===== src/rtl/mac_rx_parser.sv =====
// mac_rx_parser
//   Byte-wide Ethernet receive parser on the GMII side. Strips the preamble and
//   SFD, captures the destination/source/ethertype header, and forwards the
//   payload with the FCS removed as a valid/last stream. At the end of each frame
//   it reports CRC-32, length, PHY-error and address-match status, and it keeps
//   counters of good and bad frames.
// Ports
//   in_rxc, in_rst_n          receive clock, asynchronous active-low reset
//   in_rxdv, in_rxd, in_rxer  GMII receive envelope, data byte, PHY error
//   out_valid/data/last       payload stream, one byte per cycle, no backpressure
//   out_hdr_valid             pulse: out_dest_mac/out_src_mac/out_ether_type updated
//   out_done, out_status      end-of-frame pulse, {crc_err, len_err, phy_err, addr_miss}
//   out_frames_ok/bad         wrapping frame counters
module mac_rx_parser #(
  parameter logic [47:0] MAC_ADDR    = 48'h02_00_00_00_00_01,
  parameter bit          PROMISC     = 1'b0,
  parameter int          MIN_PAYLOAD = 46,
  parameter int          MAX_PAYLOAD = 1500,
  parameter int          CNT_W       = 16
) (
  input  logic             in_rxc,
  input  logic             in_rst_n,
  input  logic             in_rxdv,
  input  logic [7:0]       in_rxd,
  input  logic             in_rxer,
  output logic             out_valid,
  output logic [7:0]       out_data,
  output logic             out_last,
  output logic             out_hdr_valid,
  output logic [47:0]      out_dest_mac,
  output logic [47:0]      out_src_mac,
  output logic [15:0]      out_ether_type,
  output logic             out_done,
  output logic [3:0]       out_status,
  output logic [CNT_W-1:0] out_frames_ok,
  output logic [CNT_W-1:0] out_frames_bad
);

  localparam int          PCW         = $clog2(MAX_PAYLOAD + 1);
  localparam logic [31:0] CRC_INIT    = 32'hFFFF_FFFF;
  localparam logic [31:0] CRC_RESIDUE = 32'hDEBB_20E3;
  localparam logic [7:0]  PRE_BYTE    = 8'h55;
  localparam logic [7:0]  SFD_BYTE    = 8'hD5;

  typedef enum logic [2:0] {
    ST_IDLE     = 3'd0,
    ST_PREAMBLE = 3'd1,
    ST_HEADER   = 3'd2,
    ST_PAYLOAD  = 3'd3,
    ST_DROP     = 3'd4
  } state_t;

  // Reflected CRC-32 update for one byte, LSB first.
  function automatic logic [31:0] crc32_byte(input logic [31:0] crc_in, input logic [7:0] data_in);
    logic [31:0] c;
    c = crc_in ^ {24'h00_0000, data_in};
    for (int i = 0; i < 8; i++) begin
      if (c[0]) c = {1'b0, c[31:1]} ^ 32'hEDB8_8320;
      else      c = {1'b0, c[31:1]};
    end
    return c;
  endfunction

  // Group addresses (I/G bit = bit 0 of the first wire byte) always pass.
  function automatic logic is_addr_miss(input logic [47:0] dest);
    return (PROMISC == 1'b0) && (dest != MAC_ADDR) && (dest[40] == 1'b0);
  endfunction

  state_t          state_r, next_state_s;
  logic [2:0]      pre_cnt_r;
  logic [3:0]      hdr_cnt_r;
  logic [103:0]    hdr_sh_r;
  logic [39:0]     dl_r;        // 5-byte delay line, oldest byte in [39:32]
  logic [2:0]      dl_cnt_r;
  logic [PCW-1:0]  pay_cnt_r;   // payload bytes released from the delay line
  logic [31:0]     crc_r;
  logic            hdr_seen_r, len_err_r, phy_err_r, miss_r;
  logic            done_pend_r;
  logic [3:0]      pend_status_r;

  logic hdr_start_s, crc_upd_s, hdr_byte_s, hdr_last_s;
  logic pay_shift_s, pay_emit_s, trunc_s;
  logic end_last_s, end_done_s, end_len_err_s;
  logic rxer_hit_s, fin_valid_s;
  logic [3:0] status_s, fin_status_s;

  assign rxer_hit_s   = in_rxer & ((state_r == ST_HEADER) | (state_r == ST_PAYLOAD) |
                                   ((state_r == ST_DROP) & hdr_seen_r));
  assign status_s     = {crc_r != CRC_RESIDUE, len_err_r | end_len_err_s,
                         phy_err_r | rxer_hit_s, miss_r};
  // A frame that ended with out_last reports one cycle later from the pending slot.
  assign fin_valid_s  = done_pend_r | end_done_s;
  assign fin_status_s = done_pend_r ? pend_status_r : status_s;

  // State register; DROP out of reset so a frame already in flight is ignored.
  always_ff @(posedge in_rxc or negedge in_rst_n) begin
    if (!in_rst_n) state_r <= ST_DROP;
    else           state_r <= next_state_s;
  end

  // Next-state and per-byte control strobes.
  always_comb begin
    next_state_s  = state_r;
    hdr_start_s   = 1'b0;
    crc_upd_s     = 1'b0;
    hdr_byte_s    = 1'b0;
    hdr_last_s    = 1'b0;
    pay_shift_s   = 1'b0;
    pay_emit_s    = 1'b0;
    trunc_s       = 1'b0;
    end_last_s    = 1'b0;
    end_done_s    = 1'b0;
    end_len_err_s = 1'b0;
    case (state_r)
      ST_IDLE: begin
        if (in_rxdv) next_state_s = (in_rxd == PRE_BYTE) ? ST_PREAMBLE : ST_DROP;
        else         next_state_s = ST_IDLE;
      end
      ST_PREAMBLE: begin
        if (!in_rxdv) begin
          next_state_s = ST_IDLE;
        end else if (in_rxd == SFD_BYTE) begin
          next_state_s = ST_HEADER;
          hdr_start_s  = 1'b1;
        end else if (in_rxd == PRE_BYTE) begin
          next_state_s = (pre_cnt_r == 3'd7) ? ST_DROP : ST_PREAMBLE;
        end else begin
          next_state_s = ST_DROP;
        end
      end
      ST_HEADER: begin
        if (in_rxdv) begin
          crc_upd_s  = 1'b1;
          hdr_byte_s = 1'b1;
          if (hdr_cnt_r == 4'd13) begin
            hdr_last_s   = 1'b1;
            next_state_s = ST_PAYLOAD;
          end else begin
            next_state_s = ST_HEADER;
          end
        end else begin
          end_done_s    = 1'b1;
          end_len_err_s = 1'b1;
          next_state_s  = ST_IDLE;
        end
      end
      ST_PAYLOAD: begin
        if (in_rxdv) begin
          crc_upd_s   = 1'b1;
          pay_shift_s = 1'b1;
          if (dl_cnt_r == 3'd5) begin
            pay_emit_s = 1'b1;
            if (pay_cnt_r == PCW'(MAX_PAYLOAD - 1)) begin
              trunc_s      = 1'b1;
              next_state_s = ST_DROP;
            end else begin
              next_state_s = ST_PAYLOAD;
            end
          end else begin
            next_state_s = ST_PAYLOAD;
          end
        end else begin
          // Delay line now holds the last payload byte followed by the 4 FCS bytes.
          if (dl_cnt_r == 3'd5) begin
            end_len_err_s = ((int'(pay_cnt_r) + 1) < MIN_PAYLOAD);
            if (miss_r) end_done_s = 1'b1;
            else        end_last_s = 1'b1;
          end else begin
            end_len_err_s = 1'b1;
            end_done_s    = 1'b1;
          end
          next_state_s = ST_IDLE;
        end
      end
      ST_DROP: begin
        if (in_rxdv) begin
          crc_upd_s    = hdr_seen_r;
          next_state_s = ST_DROP;
        end else begin
          end_done_s   = hdr_seen_r;
          next_state_s = ST_IDLE;
        end
      end
      default: begin
        next_state_s = ST_IDLE;
      end
    endcase
  end

  // Datapath: preamble count, header capture, delay line, CRC, status and outputs.
  always_ff @(posedge in_rxc or negedge in_rst_n) begin
    if (!in_rst_n) begin
      pre_cnt_r      <= 3'd0;
      hdr_cnt_r      <= 4'd0;
      hdr_sh_r       <= {104{1'b0}};
      dl_r           <= 40'h00_0000_0000;
      dl_cnt_r       <= 3'd0;
      pay_cnt_r      <= {PCW{1'b0}};
      crc_r          <= CRC_INIT;
      hdr_seen_r     <= 1'b0;
      len_err_r      <= 1'b0;
      phy_err_r      <= 1'b0;
      miss_r         <= 1'b0;
      done_pend_r    <= 1'b0;
      pend_status_r  <= 4'h0;
      out_valid      <= 1'b0;
      out_data       <= 8'h00;
      out_last       <= 1'b0;
      out_hdr_valid  <= 1'b0;
      out_dest_mac   <= 48'h0000_0000_0000;
      out_src_mac    <= 48'h0000_0000_0000;
      out_ether_type <= 16'h0000;
      out_done       <= 1'b0;
      out_status     <= 4'h0;
      out_frames_ok  <= {CNT_W{1'b0}};
      out_frames_bad <= {CNT_W{1'b0}};
    end else begin
      out_valid     <= 1'b0;
      out_last      <= 1'b0;
      out_hdr_valid <= 1'b0;
      out_done      <= 1'b0;

      if (state_r == ST_IDLE) begin
        pre_cnt_r <= 3'd1;
      end else if ((state_r == ST_PREAMBLE) && in_rxdv && (in_rxd == PRE_BYTE) && (pre_cnt_r != 3'd7)) begin
        pre_cnt_r <= pre_cnt_r + 3'd1;
      end

      if (hdr_start_s) begin
        crc_r      <= CRC_INIT;
        hdr_cnt_r  <= 4'd0;
        dl_cnt_r   <= 3'd0;
        pay_cnt_r  <= {PCW{1'b0}};
        hdr_seen_r <= 1'b1;
        len_err_r  <= 1'b0;
        phy_err_r  <= 1'b0;
        miss_r     <= 1'b0;
      end else if (crc_upd_s) begin
        crc_r <= crc32_byte(crc_r, in_rxd);
      end

      if (rxer_hit_s) phy_err_r <= 1'b1;

      if (hdr_byte_s) begin
        hdr_sh_r  <= {hdr_sh_r[95:0], in_rxd};
        hdr_cnt_r <= hdr_cnt_r + 4'd1;
      end

      if (hdr_last_s) begin
        out_dest_mac   <= hdr_sh_r[103:56];
        out_src_mac    <= hdr_sh_r[55:8];
        out_ether_type <= {hdr_sh_r[7:0], in_rxd};
        out_hdr_valid  <= 1'b1;
        miss_r         <= is_addr_miss(hdr_sh_r[103:56]);
      end

      if (pay_shift_s) begin
        dl_r <= {dl_r[31:0], in_rxd};
        if (dl_cnt_r != 3'd5) dl_cnt_r <= dl_cnt_r + 3'd1;
      end

      // Oldest byte leaves only once five newer bytes sit behind it (it cannot be FCS).
      if (pay_emit_s) begin
        pay_cnt_r <= pay_cnt_r + PCW'(1);
        if (!miss_r) begin
          out_valid <= 1'b1;
          out_data  <= dl_r[39:32];
          out_last  <= trunc_s;
        end
      end

      if (trunc_s) len_err_r <= 1'b1;

      done_pend_r <= 1'b0;
      if (end_last_s) begin
        out_valid     <= 1'b1;
        out_data      <= dl_r[39:32];
        out_last      <= 1'b1;
        done_pend_r   <= 1'b1;
        pend_status_r <= status_s;
      end

      if (end_last_s || end_done_s) hdr_seen_r <= 1'b0;

      if (fin_valid_s) begin
        out_done   <= 1'b1;
        out_status <= fin_status_s;
        if (fin_status_s == 4'h0) out_frames_ok  <= out_frames_ok + CNT_W'(1);
        else                      out_frames_bad <= out_frames_bad + CNT_W'(1);
      end
    end
  end

endmodule


===== config.mk =====
export PLATFORM = sky130hd
export DESIGN_NAME = mac_rx_parser
export DESIGN_NICKNAME = d
export VERILOG_FILES = /design/src/rtl/mac_rx_parser.sv
export SDC_FILE = /design/constraint.sdc
export NUM_CORES = 1
export LEC_CHECK = 0
export CAP_MARGIN = 15
export CORE_MARGIN = 1.5
export CORE_UTILIZATION = 56
export DETAILED_ROUTE_END_ITERATION = 16
export PLACE_DENSITY = 0.86
export SLEW_MARGIN = 25
export SYNTH_ARGS = -nofsm -noshare
export SYNTH_HDL_FRONTEND = slang
export SYNTH_SLANG_ARGS = --single-unit

===== constraint.sdc =====
create_clock -name in_rxc -period 3 [get_ports in_rxc]
set_input_delay 0.9 -clock in_rxc [delete_from_list [all_inputs] [get_ports in_rxc]]
set_output_delay 0.9 -clock in_rxc [all_outputs]
set_load 0.005 [all_outputs]

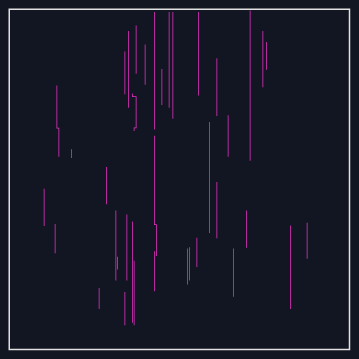
Figure 1: run 1, metal 4.
Scale: 2 px per um.
The longest straight run is 74.8 um. The layer holds 2.9% of the routed length. 27 nets have wire on it. The layer carries 1090 um of wire.

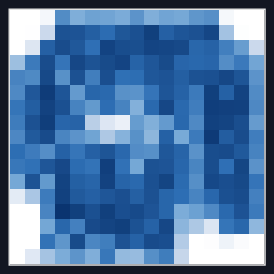
Figure 2: run 1, placement density heat map.
Scale: 1.5 px per um. The die is cut into 17 by 17 equal tiles; white is low, dark blue is high, 0 to 100% covered.
8.3% of the tiles are nearly empty. The mean over all tiles is 65%. The fullest tile reaches 98%. 50% of the tiles are over 75% full. The emptiest ninth of the die: south-east.

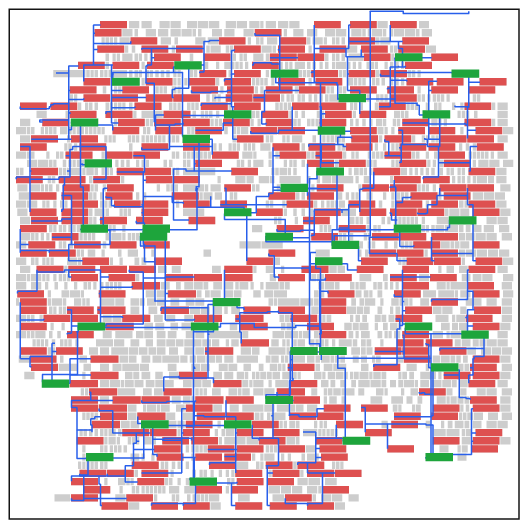
Figure 3: run 1, clock network drawn from the DEF.
Scale: 3 px per um.
Key: clock drivers = green [count 39]; flip-flops = red [count 369]; clock wires = blue [length 4220 um]
Position of the flops: widely spread. There are 40 routed clock nets.

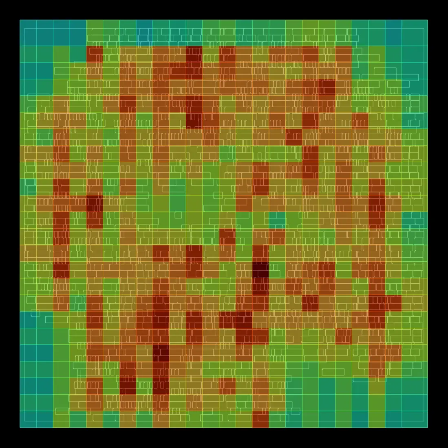
Figure 4: run 1, routing congestion map.
GR Layer Usage met2: 44.53%
Finished Core Util: 70.97%
GRT met1 Usage: 35.86%

==> impl_metrics.ini, run 1 <==
; synthesis and place-and-route metrics
[final_timing]
period_used_pct = 91.52
skew_ns = 0.01766
tightest_slew_ns = 0.7996
rsz0062_at_grt = false
holdWs_ns = 0.3134
setup_viol = 0
max_freq_mhz = 364.2
layout_setup_ws_ns = 0.2545
hold_viol_final = 0
slew_viol_final = 0
fin_crit_ns = 2.746

[placed_design]
place_congestion = 0.8931
postPlaceCellArea_um2 = 17950
portBuffers = 171
dp.cells = 2160
pre_cts_slack_ns = -0.07216
dp_hpwl_mm = 24.24

[worst_setup_path]
rrSetupSlack_ns = 0.25
worstSetupEndpoint = out_frames_ok[9]
cp_slowest_cell = or4_4
cp.depth = 6
reg2reg_to = out_frames_ok[9]
path_buffers = 0
cpLargestDelayFamily = simple AND/OR/NAND/NOR gates
reg2reg_from = crc_r[13]
path_class = reg2reg
cp-start-kind = flop
critPathRequiredTime_ns = 3.44
reg2reg_depth = 6
startpoint = crc_r[13]

[cts]
cts.sinks = 369
cts_root_buffer = clkbuf_16
cts_tree = done
cts_htree_levels = 2
post_cts_resized = 0
cts_setup_buffers = 0
cts_buffers = 39
clock_latency_ns = 0.53
clkTransAtPathRegs_ns = 0.06
hold_buffers = 0

[floorplan]
fp_util_pct = 57.23
dieWidth_um = 169.4
coreArea_um2 = 27100
die_h_um = 169.4
io_pins = 172
rows = 60

[synth]
syn_inst = 1637
yosysTopAreaCell = dfrtp_1
synth.area.mux_share_pct = 1.202
top_logic_kind = simple AND/OR/NAND/NOR gates
flop_cell = dfrtp_1
syn_nets = 1658
synth_area_per_cell_um2 = 9.475
synth.distinct_cells = 59
simple_gate_share_pct = 25.64
async_reset_ff_share_pct = 100.0
ys_seq_share_pct = 59.80
yosysWarnings = 0
ys.flops = 369
edf_count = 0
synth_area_um2 = 15510
aoi_share_pct = 4.082
synthTopCellsByCount = nand2_1 (812), dfrtp_1 (336), xnor2_1 (64)
most_common_cell = nand2_1
ys_top_cells_by_area = dfrtp_1 (54%), nand2_1 (20%), dfstp_2 (5.6%)
fa_ha_area_share_pct = 0.7260
ys_cells = 1637

[drt]
route.met2.wl_mm = 18.36
drt-initial-drc-count = 1137
antenna_left = 0
post_drt_wl_per_cell_um = 16.80
drt-pass1-iter-count = 5
wl_mm = 37.47
vias_per_cell = 5.426
met1_length_mm = 15.84
vias = 12101
met3_length_mm = 2.179

[global_routing]
grt_remaining_overflow = 0
grt_max_degree = 96
grt_pass1_vias = 12200
antenna_found_initial = 0
gr-usage-all-layers_pct = 26.79
top_usage_layer = met2
met3_usage_pct = 4.874

[layout]
fin_nets = 1850
fin_area_um2 = 19230
top_register = hdr_sh_r
fin_cells = 2230
largest_reg_flops = 104
top_regs = hdr_sh_r: 104 flops, out_dest_mac: 48 flops, out_src_mac: 48 flops
mostFrequentLayoutCell = nand2_1
final_cell_mix = nand2_1 (812), dfrtp_1 (336), clkdlybuf4s50_1 (170), xnor2_1 (64), buf_4 (44)
area_growth_pct = 24.01

[power_and_ir_drop]
p_sw_uw = 2559
switching_share_pct = 23.19
p_leak_uw = 0.009661
power_density_nw_per_um2 = 573.8
total_power_uw = 11040
intPower_uw = 8478
vdd_drop_max_uv = 400.7
p_comb_share_pct = 9.2
clockPowerShare_pct = 43.7
sequentialPowerShare_pct = 47.2

[run_status]
status = finished clean

[run]
warnings = 28
drv_cap = 0
run 1: layout make-up:
type / count / area [um2]
clock buffer: 59 / 1141
clock inverter: 11 / 141.4
fill: 1892 / 7866
inverter: 9 / 35.03
multi-input combinational: 1184 / 5909
sequential: 369 / 9275
tap: 372 / 465.4
timing repair buffer: 226 / 2267
run 1: power groups by stage:
stage / Sequential, uW / Combinational (uW) / Clock (uW)
3_5_place_dp: 5290 / 989 / 0
6_report: 5210 / 1010 / 4820
4_1_cts: 5200 / 1010 / 4890
2_1_floorplan: 5260 / 634 / 0
3_3_place_gp: 5280 / 968 / 0
5_1_grt: 5220 / 1090 / 5080
==> run 1 -> run 2 <==
--- a/config.mk
+++ b/config.mk
@@ -10,6 +10,7 @@
 export CORE_UTILIZATION = 56
 export DETAILED_ROUTE_END_ITERATION = 16
 export PLACE_DENSITY = 0.86
+export SKIP_CTS_REPAIR_TIMING = 1
 export SLEW_MARGIN = 25
 export SYNTH_ARGS = -nofsm -noshare
 export SYNTH_HDL_FRONTEND = slang
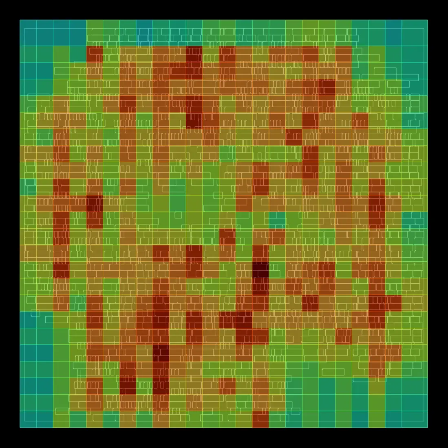
Figure 5: run 2, routing congestion map.
met3 Track Usage GR: 4.874%
Tot GR Track Use: 26.79%
Most Used Layer, Global Route: met2
WL/cell: 16.80 um

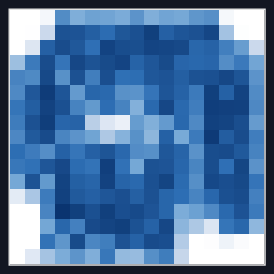
Figure 6: run 2, placement density heat map.
Scale: 1.5 px per um. The die is cut into 17 by 17 equal tiles; white is low, dark blue is high, 0 to 100% covered.
The mean over all tiles is 65%. The emptiest ninth of the die: south-east. The fullest tile reaches 98%. 8.3% of the tiles are nearly empty. 50% of the tiles are over 75% full.

==> run 2 against run 1 <==
  * First-iteration DRC count stayed put
  * Global-route usage is the same
  * Routed wire length unchanged
==> impl_metrics.ini, run 2 <==
; synthesis and place-and-route metrics
[synth]
most_common_cell = nand2_1
flop_cell = dfrtp_1
ys_top_cells_by_area = dfrtp_1 (54%), nand2_1 (20%), dfstp_2 (5.6%)
yosysTopAreaCell = dfrtp_1
synthTopCellsByCount = nand2_1 (812), dfrtp_1 (336), xnor2_1 (64)
synth.distinct_cells = 59
syn_inst = 1637
netlist.area_leader.share_pct = 54.21
edf_count = 0
yosysWarnings = 0
ys_seq_share_pct = 59.80
ys_cells = 1637
synth-area-yosys_um2 = 15510
synth_area_per_cell_um2 = 9.475
syn_nets = 1658
ys.flops = 369
async_reset_ff_share_pct = 100.0
synth_area_um2 = 15510

[final_timing]
max_freq_mhz = 364.2
period_used_pct = 91.52
slew_viol_final = 0
rsz0062_at_grt = false
holdWs_ns = 0.3134
tightest_slew_ns = 0.7996
hold_viol_final = 0
setup_viol = 0
finalSetupTns_ns = 0
fin_crit_ns = 2.746
skew_ns = 0.01766
layout_setup_ws_ns = 0.2545
slew-limit-headroom_pct = 46.49

[worst_setup_path]
cp.depth = 6
crit_path_max_incr_delay_ns = 0.58
path_buffers = 0
path_class = reg2reg
reg2reg_to = out_frames_ok[9]
critPathRequiredTime_ns = 3.44
cp_slowest_cell = or4_4
worstSetupEndpoint = out_frames_ok[9]
cp-start-kind = flop
cp_cell_sequence = nor4b_1 -> nand4_1 -> or4_4 -> o21a_4 -> nor4b_2 -> xor2_1
end_kind = flop
reg2reg_depth = 6
rrSetupSlack_ns = 0.25
crit_arrival_ns = 3.18
startpoint = crc_r[13]
reg2reg_from = crc_r[13]
cpLargestDelayFamily = simple AND/OR/NAND/NOR gates

[power_and_ir_drop]
intPower_uw = 8478
total_power_uw = 11040
clockPowerShare_pct = 43.7
vdd_drop_max_uv = 400.7
pg_clk_uw = 4820
power.group.top = sequential cells
p_comb_uw = 1010
sequentialPowerShare_pct = 47.2
p_sw_uw = 2559
p_leak_uw = 0.009661
power_density_nw_per_um2 = 573.8
p_comb_share_pct = 9.2
powerSeq_uw = 5210
switching_share_pct = 23.19

[layout]
fin_cells = 2230
fin_nets = 1850
top_regs = hdr_sh_r: 104 flops, out_dest_mac: 48 flops, out_src_mac: 48 flops
comb_area_um2 = 5909
fin_util_pct = 70.97
largest_reg_flops = 104
mostFrequentLayoutCell = nand2_1
flop_area_um2 = 9275
area_growth_pct = 24.01
antennaDiodeCount = 0
fin_area_um2 = 19230
n_fill_cell = 1892
final_cell_mix = nand2_1 (812), dfrtp_1 (336), clkdlybuf4s50_1 (170), xnor2_1 (64), buf_4 (44)
top_register = hdr_sh_r
drive_gt1_share_pct = 9.957

[drt]
wl_mm = 37.47
vias_per_cell = 5.426
met1_length_mm = 15.84
antenna_left = 0
vias = 12101
drcViolationCount = 0
drt-initial-drc-count = 1137
route.met2.wl_mm = 18.36
top_layer_used = met4
drt-pass1-iter-count = 5
met3_length_mm = 2.179

[floorplan]
die_h_um = 169.4
io_pins = 172
dieWidth_um = 169.4
die_area_um2 = 28710
fp_util_pct = 57.23
coreArea_um2 = 27100
rows = 60

[global_routing]
grt_remaining_overflow = 0
groute.layer.met2.usage_pct = 44.53
antenna_found_initial = 0
grt_max_degree = 96
grt_pass1_vias = 12200
grt_pass1_wl_mm = 62.15
grt.met1_usage_pct = 35.86

[placed_design]
dp_hpwl_mm = 24.24
pre_cts_slack_ns = -0.07216
dp.cells = 2160
postPlaceCellArea_um2 = 17950
portBuffers = 171
place_congestion = 0.8931

[run]
warnings = 28
drv_cap = 0

[cts]
cts_root_buffer = clkbuf_16
clock_latency_ns = 0.53
cts_buffers = 39
clkTransAtPathRegs_ns = 0.06
cts_htree_levels = 2
cts_tree = done
cts.sinks = 369

[run_status]
status = finished clean

[worst_hold_path]
hold_class = in2async
## run 2: cell counts after synthesis
Identical to the previous run, type by type.
## run 2: kinds of logic after synthesis
logic type      count (synthesis)  synth area share (%)
flops                         369                 59.80
compound gates                 93                 4.082
fa+ha+maj                       9                0.7260
simple gates                  958                 25.64
mux                            17                 1.202
buf+inv                        84                 2.178
xor+xnor                      107                 6.381
## run 2: cell type report
cell class / count / area share (%)
Clock inverter: 11 / 0.7351
Clock buffer: 59 / 5.932
Tap cell: 372 / 2.420
Multi-Input combinational cell: 1184 / 30.72
Inverter: 9 / 0.1821
Sequential cell: 369 / 48.22
Timing Repair Buffer: 226 / 11.79
Figure 7. Metal 4 (run 2).
Scale: 2 px per um.
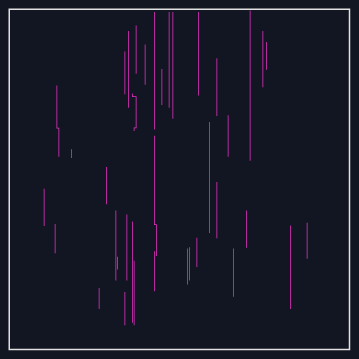

==> run 2 -> run 3 <==
--- a/config.mk
+++ b/config.mk
@@ -9,7 +9,7 @@
 export CORE_MARGIN = 1.5
 export CORE_UTILIZATION = 56
 export DETAILED_ROUTE_END_ITERATION = 16
-export PLACE_DENSITY = 0.86
+export PLACE_DENSITY = 0.81
 export SKIP_CTS_REPAIR_TIMING = 1
 export SLEW_MARGIN = 25
 export SYNTH_ARGS = -nofsm -noshare
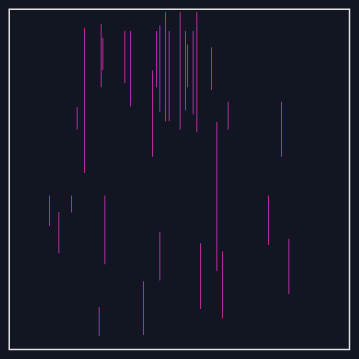
Figure 8: run 3, metal 4.
Scale: 2 px per um.
The longest straight run is 74.1 um. 22 nets have wire on it.

==> run 3 against run 2 <==
  * Sequential share of layout area up 0.15 points
  * Synthesized cell count unchanged
  * Cell count down 0.13%
  * Critical path type unchanged
==> impl_metrics.ini, run 3 <==
; synthesis and place-and-route metrics
[layout]
top_regs = hdr_sh_r: 104 flops, out_dest_mac: 48 flops, out_src_mac: 48 flops
final_cell_mix = nand2_1 (812), dfrtp_1 (336), clkdlybuf4s50_1 (170), xnor2_1 (64), buf_4 (43)
top_register = hdr_sh_r
fin_area_um2 = 19170
fin_cells = 2227
antennaDiodeCount = 0
fin_util_pct = 70.75
fin_nets = 1848
area_growth_pct = 23.62
n_fill_cell = 1937

[final_timing]
hold_viol_final = 0
slew_viol_final = 0
setup_viol = 0
layout_setup_ws_ns = 0.3470
skew_ns = 0.01395
period_used_pct = 88.43
finalSetupTns_ns = 0
tightest_slew_ns = 0.7935
max_freq_mhz = 376.9
fin_crit_ns = 2.653

[placed_design]
dp.cells = 2158
dp_hpwl_mm = 23.79
pre_cts_slack_ns = -0.06935
postPlaceCellArea_um2 = 17920
portBuffers = 171

[cts]
cts_htree_levels = 2
cts_tree = done
cts_buffers = 39
clock_latency_ns = 0.53

[synth]
synth-area-yosys_um2 = 15510
ys_top_cells_by_area = dfrtp_1 (54%), nand2_1 (20%), dfstp_2 (5.6%)
synthTopCellsByCount = nand2_1 (812), dfrtp_1 (336), xnor2_1 (64)
yosysTopAreaCell = dfrtp_1
async_reset_ff_share_pct = 100.0
ys_cells = 1637
netlist.area_leader.share_pct = 54.21
synth.distinct_cells = 59
syn_inst = 1637
most_common_cell = nand2_1
synth_area_per_cell_um2 = 9.475
yosysWarnings = 0
edf_count = 0
synth_area_um2 = 15510

[drt]
wl_mm = 36.47
drt-initial-drc-count = 820
antenna_left = 0
met1_length_mm = 16.08
vias = 11984
route.met2.wl_mm = 17.55

[global_routing]
grt_remaining_overflow = 0
grt_pass1_vias = 12029
gr-usage-all-layers_pct = 26.40
top_usage_layer = met2
antenna_found_initial = 0
grt.met1_usage_pct = 36.62

[worst_setup_path]
end_kind = flop
cp.depth = 6
crit_arrival_ns = 3.08
reg2reg_from = crc_r[1]
cp_cell_sequence = nor4bb_1 -> nand4_1 -> or4_4 -> o21a_4 -> nor3_1 -> xor2_1
path_buffers = 0
crit_path_max_incr_delay_ns = 0.55
reg2reg_depth = 6
critPathRequiredTime_ns = 3.43
startpoint = crc_r[1]

[power_and_ir_drop]
total_power_uw = 10850
power_density_nw_per_um2 = 565.9
p_leak_uw = 0.009631
p_comb_uw = 977
pg_clk_uw = 4660
clockPowerShare_pct = 43.0
sequentialPowerShare_pct = 48.0

[floorplan]
fp_util_pct = 57.23
coreArea_um2 = 27100
dieWidth_um = 169.4
rows = 60

[run_status]
status = finished clean

[run]
warnings = 30
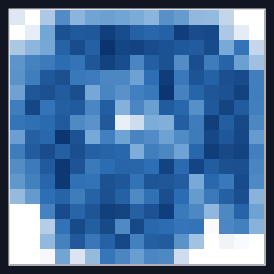
Figure 9: run 3, placement density heat map.
Scale: 1.5 px per um. The die is cut into 17 by 17 equal tiles; white is low, dark blue is high, 0 to 100% covered.
45% of the tiles are over 75% full. 6.9% of the tiles are nearly empty. The fullest tile reaches 99%.

## run 3: cell count changes in the layout (fill, tap and decap cells not counted), sizes merged
cell / change
buf: -2
bufinv: -2
clkbuf: -1
clkinv: +3
clkinvlp: +1
inv: -2
## run 3: cell families after synthesis
| kind of cell | synth area share [%] |
|---|---|
| compound gates | 4.082 |
| xor+xnor | 6.381 |
| fa+ha+maj | 0.7260 |
| buf+inv | 2.178 |
| flops | 59.80 |
| mux | 1.202 |
| simple gates | 25.64 |
## run 3: area by class of cell
cell class	count	area (um2)	share of cell area, %
multi-input cells	1184	5909	30.82
flip-flops and latches	369	9275	48.37
repair buffers	224	2240	11.68
inverters	9	35.03	0.1827
clock buffers	58	1149	5.990
clock inverters	11	101.3	0.5285
well taps	372	465.4	2.427
Power figures rest on the tool's default switching activity, not on a simulated workload.
